Routed clock nets over the placement:
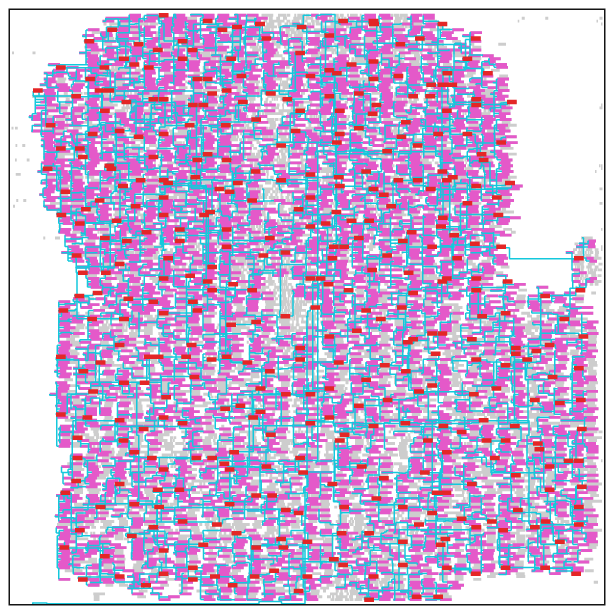
Floorplan with the power grid:
Pins as bars on the die edge. Tap cells in gray.
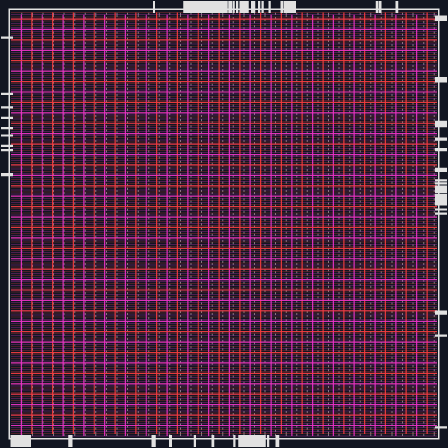
Routing congestion:
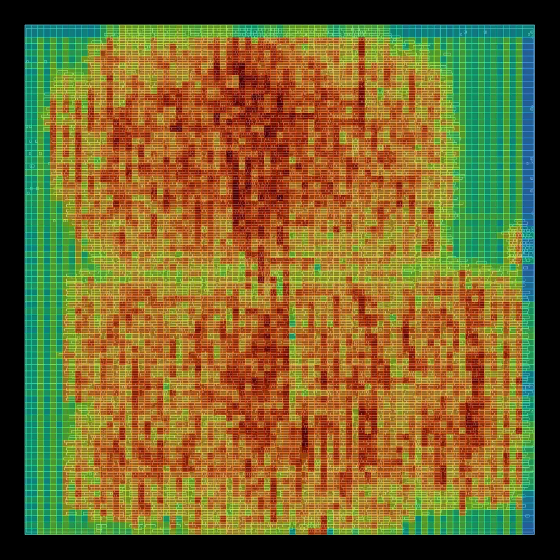
Placed cells, one color a class:
Bar = 200 um.
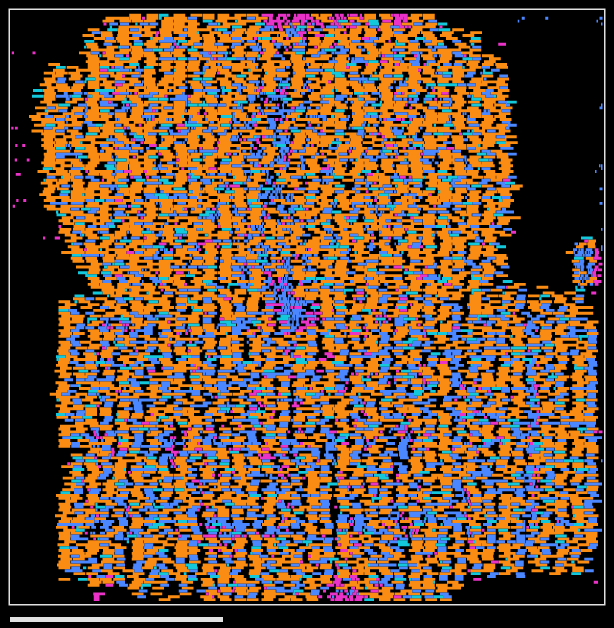
Register map, names as in the netlist:
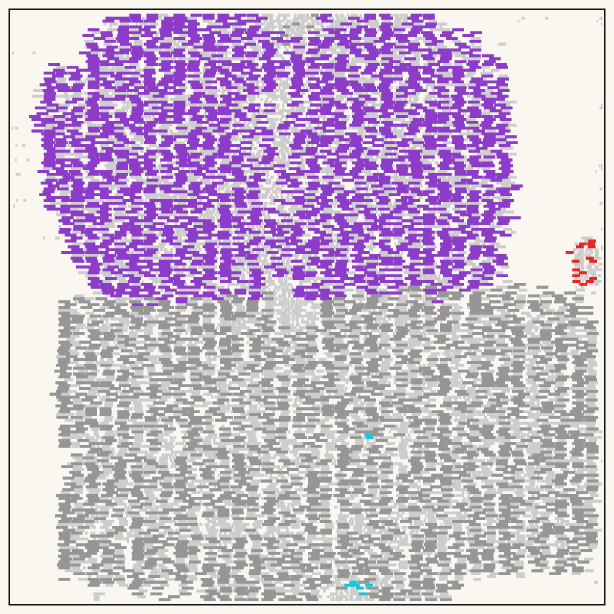
==> config.mk <==
export PLATFORM = sky130hd
export DESIGN_NAME = proc_mem_responder
export DESIGN_NICKNAME = d
export VERILOG_FILES = /design/src/rtl/proc_mem_responder.sv
export SDC_FILE = /design/constraint.sdc
export NUM_CORES = 2
export LEC_CHECK = 0
export CAP_MARGIN = 15
export CORE_UTILIZATION = 57
export CTS_CLUSTER_DIAMETER = 100
export DETAILED_ROUTE_END_ITERATION = 10
export PLACE_DENSITY = 0.76
export REMOVE_ABC_BUFFERS = 1
export SLEW_MARGIN = 0
export SYNTH_ARGS = -nofsm -noshare
export SYNTH_HDL_FRONTEND = slang
export SYNTH_SLANG_ARGS = --single-unit
==> constraint.sdc <==
create_clock -name clk -period 7.8 [get_ports clk]
set_input_delay 0.78 -clock clk [delete_from_list [all_inputs] [get_ports clk]]
set_output_delay 0.78 -clock clk [all_outputs]
set_load 0.01 [all_outputs]
==> src/rtl/proc_mem_responder.sv <==
// proc_mem_responder: instruction/data memory responder for the ARM-subset core.
// The host preloads program and pixel memory while the core is held, releases it
// with a start pulse, and after the halt word (0x00000000) is fetched the core is
// held again so the host can dump the processed pixels.
module proc_mem_responder #(
   parameter int IMEM_DEPTH = 64,
   parameter int DMEM_DEPTH = 256,
   parameter int CNT_W      = 16
) (
   input  logic             clk,
   input  logic             rst,
   input  logic [7:0]       pc,
   output logic [31:0]      instruction,
   input  logic [31:0]      address,
   input  logic [31:0]      writeData,
   input  logic             WR,
   output logic [31:0]      readData,
   output logic             cpu_hold,
   input  logic             load_valid,
   output logic             load_ready,
   input  logic             load_sel,
   input  logic [15:0]      load_addr,
   input  logic [31:0]      load_data,
   input  logic             start,
   input  logic [15:0]      host_rd_addr,
   output logic [7:0]       host_rd_data,
   output logic             done,
   output logic             fault,
   output logic [CNT_W-1:0] cycle_count
);

   localparam int IA_W = (IMEM_DEPTH > 1) ? $clog2(IMEM_DEPTH) : 1;
   localparam int DA_W = (DMEM_DEPTH > 1) ? $clog2(DMEM_DEPTH) : 1;

   localparam logic [1:0] ST_IDLE = 2'd0;
   localparam logic [1:0] ST_RUN  = 2'd1;
   localparam logic [1:0] ST_DONE = 2'd2;

   logic [31:0]     imem [IMEM_DEPTH];
   logic [7:0]      dmem [DMEM_DEPTH];

   logic [1:0]      state_r;
   logic [1:0]      next_state_s;
   logic [31:0]     pc_idx_s;
   logic            imem_hit_s;
   logic            daddr_ok_s;
   logic            halt_s;
   logic            store_s;
   logic            load_acc_s;
   logic            load_ok_s;
   logic            imem_we_s;
   logic            fault_set_s;
   logic            host_ok_s;
   logic            dmem_we_s;
   logic [DA_W-1:0] dmem_wa_s;
   logic [7:0]      dmem_wd_s;
   logic            unused_s;

   // Byte-offset bits of pc and the upper store data are architecturally ignored.
   assign unused_s   = ^{pc[1:0], writeData[31:8]};

   assign pc_idx_s   = {26'd0, pc[7:2]};
   assign imem_hit_s = (pc_idx_s < 32'(IMEM_DEPTH));
   assign daddr_ok_s = (address < 32'(DMEM_DEPTH));
   assign host_ok_s  = ({16'd0, host_rd_addr} < 32'(DMEM_DEPTH));
   assign load_acc_s = (state_r == ST_IDLE) && load_valid;
   assign load_ok_s  = load_sel ? ({16'd0, load_addr} < 32'(DMEM_DEPTH))
                                : ({16'd0, load_addr} < 32'(IMEM_DEPTH));
   assign imem_we_s  = load_acc_s && !load_sel && load_ok_s;

   // Instruction fetch: only a running core sees program words; otherwise zero.
   always_comb begin
      instruction = 32'h0000_0000;
      if ((state_r == ST_RUN) && imem_hit_s) begin
         instruction = imem[pc_idx_s[IA_W-1:0]];
      end else begin
         instruction = 32'h0000_0000;
      end
   end

   // Data read: zero-extended pixel byte, zero when the address is outside dmem.
   always_comb begin
      readData = 32'h0000_0000;
      if (daddr_ok_s) begin
         readData = {24'd0, dmem[address[DA_W-1:0]]};
      end else begin
         readData = 32'h0000_0000;
      end
   end

   // Halt, store qualification and sticky-fault sources for this cycle.
   always_comb begin
      halt_s      = (state_r == ST_RUN) && (instruction == 32'h0000_0000);
      store_s     = (state_r == ST_RUN) && !halt_s && WR && daddr_ok_s;
      fault_set_s = (load_acc_s && !load_ok_s) || ((state_r == ST_RUN) && !daddr_ok_s);
   end

   // Next-state: a load beat wins over start in IDLE; start in RUN is ignored.
   always_comb begin
      next_state_s = state_r;
      case (state_r)
         ST_IDLE: begin
            if (load_valid) begin
               next_state_s = ST_IDLE;
            end else if (start) begin
               next_state_s = ST_RUN;
            end else begin
               next_state_s = ST_IDLE;
            end
         end
         ST_RUN: begin
            if (halt_s) begin
               next_state_s = ST_DONE;
            end else begin
               next_state_s = ST_RUN;
            end
         end
         ST_DONE: begin
            if (start) begin
               next_state_s = ST_IDLE;
            end else begin
               next_state_s = ST_DONE;
            end
         end
         default: begin
            next_state_s = ST_IDLE;
         end
      endcase
   end

   // Single dmem write port shared by host pixel loads (IDLE) and core stores (RUN).
   always_comb begin
      dmem_we_s = 1'b0;
      dmem_wa_s = {DA_W{1'b0}};
      dmem_wd_s = 8'h00;
      if (load_acc_s && load_sel && load_ok_s) begin
         dmem_we_s = 1'b1;
         dmem_wa_s = load_addr[DA_W-1:0];
         dmem_wd_s = load_data[7:0];
      end else if (store_s) begin
         dmem_we_s = 1'b1;
         dmem_wa_s = address[DA_W-1:0];
         dmem_wd_s = writeData[7:0];
      end else begin
         dmem_we_s = 1'b0;
      end
   end

   // Memory arrays keep their contents across reset; writes are blocked while reset is held.
   always_ff @(posedge clk) begin
      if (rst) begin
         if (imem_we_s) begin
            imem[load_addr[IA_W-1:0]] <= load_data;
         end
         if (dmem_we_s) begin
            dmem[dmem_wa_s] <= dmem_wd_s;
         end
      end
   end

   // Control state, registered status outputs and the saturating run-cycle counter.
   always_ff @(posedge clk) begin
      if (!rst) begin
         state_r     <= ST_IDLE;
         cpu_hold    <= 1'b1;
         load_ready  <= 1'b1;
         done        <= 1'b0;
         fault       <= 1'b0;
         cycle_count <= {CNT_W{1'b0}};
      end else begin
         state_r    <= next_state_s;
         cpu_hold   <= (next_state_s != ST_RUN);
         load_ready <= (next_state_s == ST_IDLE);
         done       <= (next_state_s == ST_DONE);
         if (fault_set_s) begin
            fault <= 1'b1;
         end
         if ((state_r == ST_IDLE) && (next_state_s == ST_RUN)) begin
            cycle_count <= {CNT_W{1'b0}};
         end else if ((state_r == ST_RUN) && (cycle_count != {CNT_W{1'b1}})) begin
            cycle_count <= cycle_count + {{(CNT_W-1){1'b0}}, 1'b1};
         end
      end
   end

   // Host dump port: registered read of the pre-write byte, zero when out of range.
   always_ff @(posedge clk) begin
      if (!rst) begin
         host_rd_data <= 8'h00;
      end else if (host_ok_s) begin
         host_rd_data <= dmem[host_rd_addr[DA_W-1:0]];
      end else begin
         host_rd_data <= 8'h00;
      end
   end

endmodule

==> notes.md <==
fresh numbers from the pnr run: status=completed, CTS sink cnt=4126, Pre-antenna DRT Iters=7, Num CTS Buffers=404, dominant register cell=edfxtp_1, Yosys warning total=0, Slew headroom=0.141, CP max-delay cell=a211oi_1, Area growth syn-to-layout=13.6%, max incr delay on CP=990 ps, CP max FO=56, Adder Area Share=0.0000709, Yosys cell types=84, vias in the first global route=95400, DRT antenna net count=0, Tool Warnings=64, RSZ-0062 raised after global routing=no, final instance area=201000 sq um, CTS root buffer=clkbuf_16, Remaining DRCs=0, Syn Area/Cell=22.3 sq um, YS chip area=177000 sq um, Core Box Area=307000 sq um
About 'routed clock nets over the placement':
Key: red = clock-net drivers [count 404]; cyan = clock wires [length 45.2 mm]; magenta = flip-flops [count 4126]
Position of the flops: all over the die.
Clk. pwr: 0.0197 W
Setup Skew: 65.9 ps
Clk Latency, worst-skew pair: 980 ps
Clk pwr share: 0.428

About 'floorplan with the power grid':
Key: magenta = VSS; red = VDD
4100 tap cells. 234 signal pins sit on the boundary. The core has 203 rows. 40 straps on met4.
Die Span X: 559 um
Die Span Y: 559 um
Worst VDD drop: 0.208 mV

About 'routing congestion':
met2 GRT Util: 0.512
M3 GR Usage: 0.0935
busiest layer in global routing: met2

About 'placed cells, one color a class':
Key: orange = registers [cells 4126, share of their area 63%]; cyan = clock drivers and dummy loads [cells 739, share of their area 6.7%]; blue = remaining logic cells [cells 3196, share of their area 26%]; magenta = remaining buffers and delay cells [cells 833, share of their area 4.0%]

About 'register map, names as in the netlist':
Key: cyan = host_rd_data [flops 8]; red = cycle_count [flops 16, where east]; purple = imem [flops 2048]
fraction of area in registers: 0.616
register area: 124000 sq um
P_seq: 0.0242 W
Final Util: 0.654

==> final timing paths <==
path | endpoint | startpoint | slack [ps] | cells past startpoint
min reg2reg | fault | fault | 480 | 1
min | imem[62][1] | load_data[1] | 270 | 1
max | dmem[131][4] | pc[2] | 1380 | 16
max reg2reg | dmem[131][4] | state_r[0] | 1780 | 16
==> power groups by stage <==
| stage | combinational, W | clock, W | sequential [W] |
|---|---|---|---|
| 2_1_floorplan | 0.000763 | 0 | 0.0247 |
| 3_3_place_gp | 0.00203 | 0 | 0.0247 |
| 3_5_place_dp | 0.00206 | 0 | 0.0247 |
| 4_1_cts | 0.00208 | 0.0197 | 0.0242 |
| 5_1_grt | 0.00218 | 0.0205 | 0.0242 |
| 6_report | 0.00214 | 0.0197 | 0.0242 |
==> sequential cells by signal, indices dropped and copies added (netlist names), 2 cells and up <==
name          count
dmem           2048
state_r           2
host_rd_data      8
cycle_count      16
imem           2048
==> kinds of logic after synthesis <==
logic type / after synthesis
XOR/XNOR: 15
AND-OR/OR-AND: 332
buffers and inverters: 645
adder cells (fa/ha/maj): 1
other: 1
flip-flops: 4126
multiplexers: 2040
AND/OR/NAND/NOR: 769
==> through the flow <==
stage	setup TNS [ps]	hold slack, ps	total power (W)	std cells
6_report	0	267	0.0460	13000
5_1_grt	0	221	0.0469	13000
4_1_cts	0	191	0.0460	13000
3_5_place_dp	0	471	0.0267	12200
3_3_place_gp	0	456	0.0267	12200
2_1_floorplan	-59790	509	0.0254	7322
==> worst reg2reg max path, stage by stage, from the launching register on <==
cell,delay [ps]
dfxtp_1,440
nor2b_2,270
buf_4,340
nand2_1,450
nor4_1,430
buf_4,170
a21oi_1,80
o21ai_0,270
buf_4,170
nor3_1,40
and4b_1,440
a31o_2,370
buf_4,190
o21a_4,430
buf_12,330
nor4_1,980
buf_4,310
==> routing by layer <==
layer | vias up | routed length, um
li1 | 36100 | -
met1 | 50700 | 173000
met2 | 8304 | 243000
met3 | 1364 | 74800
met4 | 28 | 29100
met5 | - | 183
==> placed cells by master (no fill, tap or decap), types with 21 or more instances in the layout <==
master           instances
clkinv_1                86
clkinv_2                82
o21ai_0                 36
buf_12                  95
buf_4                  538
conb_1                  24
clkbuf_16              407
a21oi_1                 38
nor2_4                  64
diode_2                 33
nor2_1                  92
nor3_1                  68
edfxtp_1              4096
clkbuf_1                79
mux2i_1                209
bufinv_16               48
o22ai_1                 44
and3_1                  21
dfxtp_1                 30
nor2b_1                 34
nor4_2                  31
and2_1                  25
mux4_2                1814
clkdlybuf4s50_1        134
a22oi_1                 49
nand2_1                128
nand3_1                 43
nor4_1                 194
buf_2                   44
==> layout make-up <==
type	count	share of cell area
Inverter	15	0.000331
Tap cell	4100	0.0256
Multi-Input combinational cell	3181	0.253
Timing Repair Buffer	833	0.0385
Clock inverter	251	0.0130
Clock buffer	488	0.0524
Antenna cell	33	0.000412
Sequential cell	4126	0.616
Power figures rest on the tool's default switching activity, not on a simulated workload.
